`src/rtl/step_seq_pkg.sv`:
```
// Shared widths and FSM encoding for the step-map sequencer.
package step_seq_pkg;

  localparam int unsigned STATE_W = 5;
  localparam int unsigned CNT_W   = 8;

  typedef enum logic [1:0] {
    IDLE = 2'd0,
    RUN  = 2'd1,
    DONE = 2'd2
  } step_seq_state_t;

endpackage

```
`src/rtl/step_map5.sv`:
```
// Combinational 5-bit step map f: an invertible XOR mix of the input bits
// followed by a +4 (mod 32) ripple, so f is a permutation of 0..31.
module step_map5 (
  input  logic [4:0] x,
  output logic [4:0] y
);

  logic [4:0] mix;

  // Linear mixing layer (upper-triangular, hence invertible).
  assign mix[0] = x[0] ^ x[2] ^ x[3];
  assign mix[1] = x[1] ^ x[2] ^ x[3] ^ x[4];
  assign mix[2] = x[2] ^ x[3] ^ x[4];
  assign mix[3] = x[3];
  assign mix[4] = x[4];

  // Add constant 4: bits 1:0 pass, carry chain starts at bit 2.
  assign y[0] = mix[0];
  assign y[1] = mix[1];
  assign y[2] = ~mix[2];
  assign y[3] = mix[3] ^ mix[2];
  assign y[4] = mix[4] ^ (mix[3] & mix[2]);

endmodule

```
`src/rtl/step_map_sequencer.sv`:
```
// Iterates the 5-bit step map from a seed for a programmed number of steps and
// returns the final state over valid/ready. Optional early stop on orbit
// closure when STEP_SEQ_ORBIT_DETECT_EN is defined.
module step_map_sequencer
  import step_seq_pkg::*;
#(
  parameter int unsigned STATE_W = step_seq_pkg::STATE_W,
  parameter int unsigned CNT_W   = step_seq_pkg::CNT_W
) (
  input  logic               clk,
  input  logic               rst_n,
  input  logic               start,
  input  logic [STATE_W-1:0] seed,
  input  logic [CNT_W-1:0]   steps,
  input  logic               abort,
  output logic               busy,
  output logic               out_valid,
  input  logic               out_ready,
  output logic [STATE_W-1:0] result,
  output logic [CNT_W-1:0]   period
);

  step_seq_state_t fsm_q, fsm_d;

  logic [STATE_W-1:0] state_q, state_d;
  logic [STATE_W-1:0] seed_q, seed_d;
  logic [STATE_W-1:0] result_q, result_d;
  logic [STATE_W-1:0] f_out;
  logic [CNT_W-1:0]   cnt_q, cnt_d;
  logic [CNT_W-1:0]   period_q, period_d;
  logic               busy_q, busy_d;
  logic               valid_q, valid_d;

`ifdef STEP_SEQ_ORBIT_DETECT_EN
  logic [CNT_W-1:0] steps_q, steps_d;
  logic             orbit_hit_c;

  assign orbit_hit_c = (f_out == seed_q);
`endif

  step_map5 u_map (
    .x (state_q),
    .y (f_out)
  );

  // Next-state and registered-output logic.
  always_comb begin
    fsm_d    = fsm_q;
    state_d  = state_q;
    seed_d   = seed_q;
    cnt_d    = cnt_q;
    result_d = result_q;
    period_d = period_q;
    valid_d  = valid_q;
`ifdef STEP_SEQ_ORBIT_DETECT_EN
    steps_d  = steps_q;
`endif

    case (fsm_q)
      IDLE: begin
        if (start) begin
          state_d = seed;
          seed_d  = seed;
          cnt_d   = steps;
`ifdef STEP_SEQ_ORBIT_DETECT_EN
          steps_d = steps;
`endif
          if (steps == '0) begin
            fsm_d    = DONE;
            result_d = seed;
            period_d = '0;
            valid_d  = 1'b1;
          end else begin
            fsm_d = RUN;
          end
        end
      end

      RUN: begin
        // Abort wins over both the final step and an orbit hit.
        if (abort) begin
          fsm_d = IDLE;
        end else begin
          state_d = f_out;
          cnt_d   = cnt_q - CNT_W'(1);
`ifdef STEP_SEQ_ORBIT_DETECT_EN
          if (orbit_hit_c) begin
            fsm_d    = DONE;
            result_d = seed_q;
            period_d = steps_q - cnt_q + CNT_W'(1);
            valid_d  = 1'b1;
          end else if (cnt_q == CNT_W'(1)) begin
            fsm_d    = DONE;
            result_d = f_out;
            period_d = '0;
            valid_d  = 1'b1;
          end
`else
          if (cnt_q == CNT_W'(1)) begin
            fsm_d    = DONE;
            result_d = f_out;
            period_d = '0;
            valid_d  = 1'b1;
          end
`endif
        end
      end

      DONE: begin
        if (valid_q && out_ready) begin
          fsm_d   = IDLE;
          valid_d = 1'b0;
        end
      end

      default: begin
        fsm_d   = IDLE;
        valid_d = 1'b0;
      end
    endcase

    busy_d = (fsm_d == RUN);
  end

  always_ff @(posedge clk or negedge rst_n) begin
    if (!rst_n) begin
      fsm_q    <= IDLE;
      state_q  <= '0;
      seed_q   <= '0;
      cnt_q    <= '0;
      result_q <= '0;
      period_q <= '0;
      busy_q   <= 1'b0;
      valid_q  <= 1'b0;
    end else begin
      fsm_q    <= fsm_d;
      state_q  <= state_d;
      seed_q   <= seed_d;
      cnt_q    <= cnt_d;
      result_q <= result_d;
      period_q <= period_d;
      busy_q   <= busy_d;
      valid_q  <= valid_d;
    end
  end

`ifdef STEP_SEQ_ORBIT_DETECT_EN
  always_ff @(posedge clk or negedge rst_n) begin
    if (!rst_n) begin
      steps_q <= '0;
    end else begin
      steps_q <= steps_d;
    end
  end
`endif

  assign busy      = busy_q;
  assign out_valid = valid_q;
  assign result    = result_q;
  assign period    = period_q;

endmodule

```
`config.mk`:
```
export PLATFORM = sky130hd
export DESIGN_NAME = step_map_sequencer
export DESIGN_NICKNAME = d
export VERILOG_FILES = /design/src/rtl/step_seq_pkg.sv /design/src/rtl/step_map5.sv /design/src/rtl/step_map_sequencer.sv
export SDC_FILE = /design/constraint.sdc
export NUM_CORES = 1
export LEC_CHECK = 0
export ABC_AREA = 1
export CORE_MARGIN = 2
export CORE_UTILIZATION = 45
export DETAILED_ROUTE_END_ITERATION = 10
export PLACE_DENSITY = 0.76
export SLEW_MARGIN = 0
export SYNTH_ARGS = -nofsm -noshare
export SYNTH_HDL_FRONTEND = slang
export SYNTH_SLANG_ARGS = --single-unit
```
`constraint.sdc`:
```
create_clock -name clk -period 1.4 [get_ports clk]
set_clock_uncertainty 0.2 [all_clocks]
set_input_delay 0.35 -clock clk [delete_from_list [all_inputs] [get_ports clk]]
set_output_delay 0.35 -clock clk [all_outputs]
set_load 0.03 [all_outputs]
```
==> qor.yml <==
drv_cap: 0
endpoint: "result[1]"
yosysSeqAreaShare_pct: 38.60
clk_latency_ps: 330
synth.avg_cell_area_um2: 7.352
critPathLaunch: "cnt_q[4]"
synthCells: 194
grt_pass1_vias: 1512
combPwrFrac_pct: 62.9
dp_hpwl_um: 2431
io_pins: 33
critPathKind: "register to register"
nFillCells: 229
num-nets-final: 287
h-tree-depth: 1
p_seq_uw: 1170
drc_errors: 0
cp.required_ps: 1480
cts_tree: "built"
preCtsSetupSlack_ps: -500.1
rows: 20
ff_count: 22
rrSetupSlack_ps: -190
cts_resized: 39
final_area_mm2: 0.002271
root_buffer: "clkbuf_4"
grt-ovfl-total: 0
slew_viol_final: 0
status: "finished, violations left"
p_clk_uw: 509
synth.distinct_cells: 29
layout_top_cell: "nand2_1"
warnings: 30
seq_share_pct: 24.30
routed_wl_um: 4332
grt_use_total_pct: 24.10
fin_crit_ps: 1594
power_leader: "combinational cells"
clock_buffers: 3
setup_violations: 27
leakage_uw: 0.001087
worst_setup_path_start_kind: "register"
power.switching_uw: 2010
setup_slack_ps: -194.0
ys_area_mm2: 0.001426
violations: "setup timing"
chip_area_mm2: 0.003636
drive_above_1_share_pct: 43.61
drt_iter0_markers: 58
crit_path_frequent_cell: "nand2_2"
regArea_um2: 551.8
hold_class: "input port to async pin"
n_all_inverters: 22
post_drt_via_cell_ratio: 5.106
n_tap_cell: 44
power_frac_clock_pct: 11.2
crit_fanout: 5
port_buffers: 24
antenna_found_initial: 0
routedWlPerCell_um: 13.97
dpl-instance-area_mm2: 0.001903
cts_setup_buffers: 7
syn-cell-area_mm2: 0.001426
bufAreaShareNonClock_pct: 28.71
==> through the flow <==
stage / hold WS (ps) / cells / setup TNS [ps]
6_report: 143.1 / 310 / -2714
5_1_grt: 167.7 / 310 / -4517
4_1_cts: 160.7 / 303 / -1597
3_5_place_dp: 274.5 / 291 / -8580
3_3_place_gp: 275.1 / 291 / -8236
2_1_floorplan: -145.6 / 201 / -88.34
==> synthesized netlist by cell type, drive strengths merged <==
library cell	n	area share (%)
a21oi	4	1.9
a31oi	2	0.88
buf	12	6.7
conb	1	0.26
dfrtp	22	39
ha	2	1.8
inv	21	5.7
nand2	60	16
nand3	12	4.2
nor2	27	10
nor3	1	0.35
o211ai	2	1.4
o21ai	21	7.6
o22ai	5	3.1
or2	1	0.44
xnor2	1	0.61
==> metal layers <==
| metal | share of wire (%) | global-route usage, % | vias to the layer above | routed length (um) |
|---|---|---|---|---|
| li1 | - | - | 751 | - |
| met1 | 42 | 29.04 | 750 | 1802 |
| met2 | 50 | 43.48 | 63 | 2183 |
| met3 | 4.3 | 2.814 | 19 | 188 |
| met4 | 3.6 | 9.524 | 0 | 157 |
| met5 | 0 | 0 | - | 0 |
==> flip-flops by register name (all words and copies together), names as in the netlist <==
register / flops
cnt_q: 8
result: 5
state_q: 5
fsm_q: 2
busy: 1
out_valid: 1
==> kinds of logic after synthesis <==
group,after synthesis,share of synthesized area (%)
simple gates,101,31.49
other cells,1,0.2629
flops,22,38.60
compound gates,34,14.91
buf+inv,33,12.37
fa+ha+maj,2,1.754
xor+xnor,1,0.6141
==> worst max-delay path: cells and delay by family (launching register included) <==
family	cells	cell delay, ps
buffers and inverters	1	60
flip-flops	1	450
AND/OR/NAND/NOR	8	830
**Supply network**

Scale bar: 20 um. Pins as bars on the die edge. Tap cells in grey.
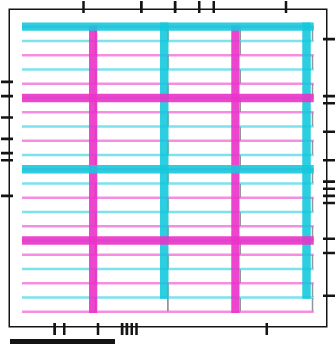
net	colour
VDD	cyan
VSS	magenta
signal pins	33
met5 straps	4
core area: 0.003028 mm2
die width: 60.30 um

**Placed cells, one colour a class**

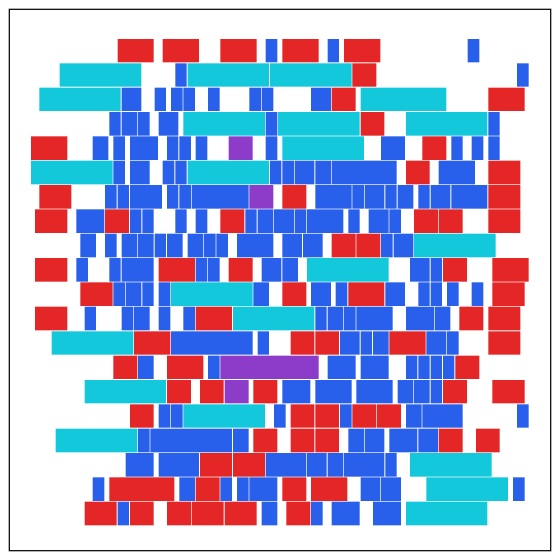
class	colour	cells
remaining buffers and delay cells	red	72
combinational and other logic	blue	168
clock drivers and dummy loads	purple	4
sequential cells	cyan	22

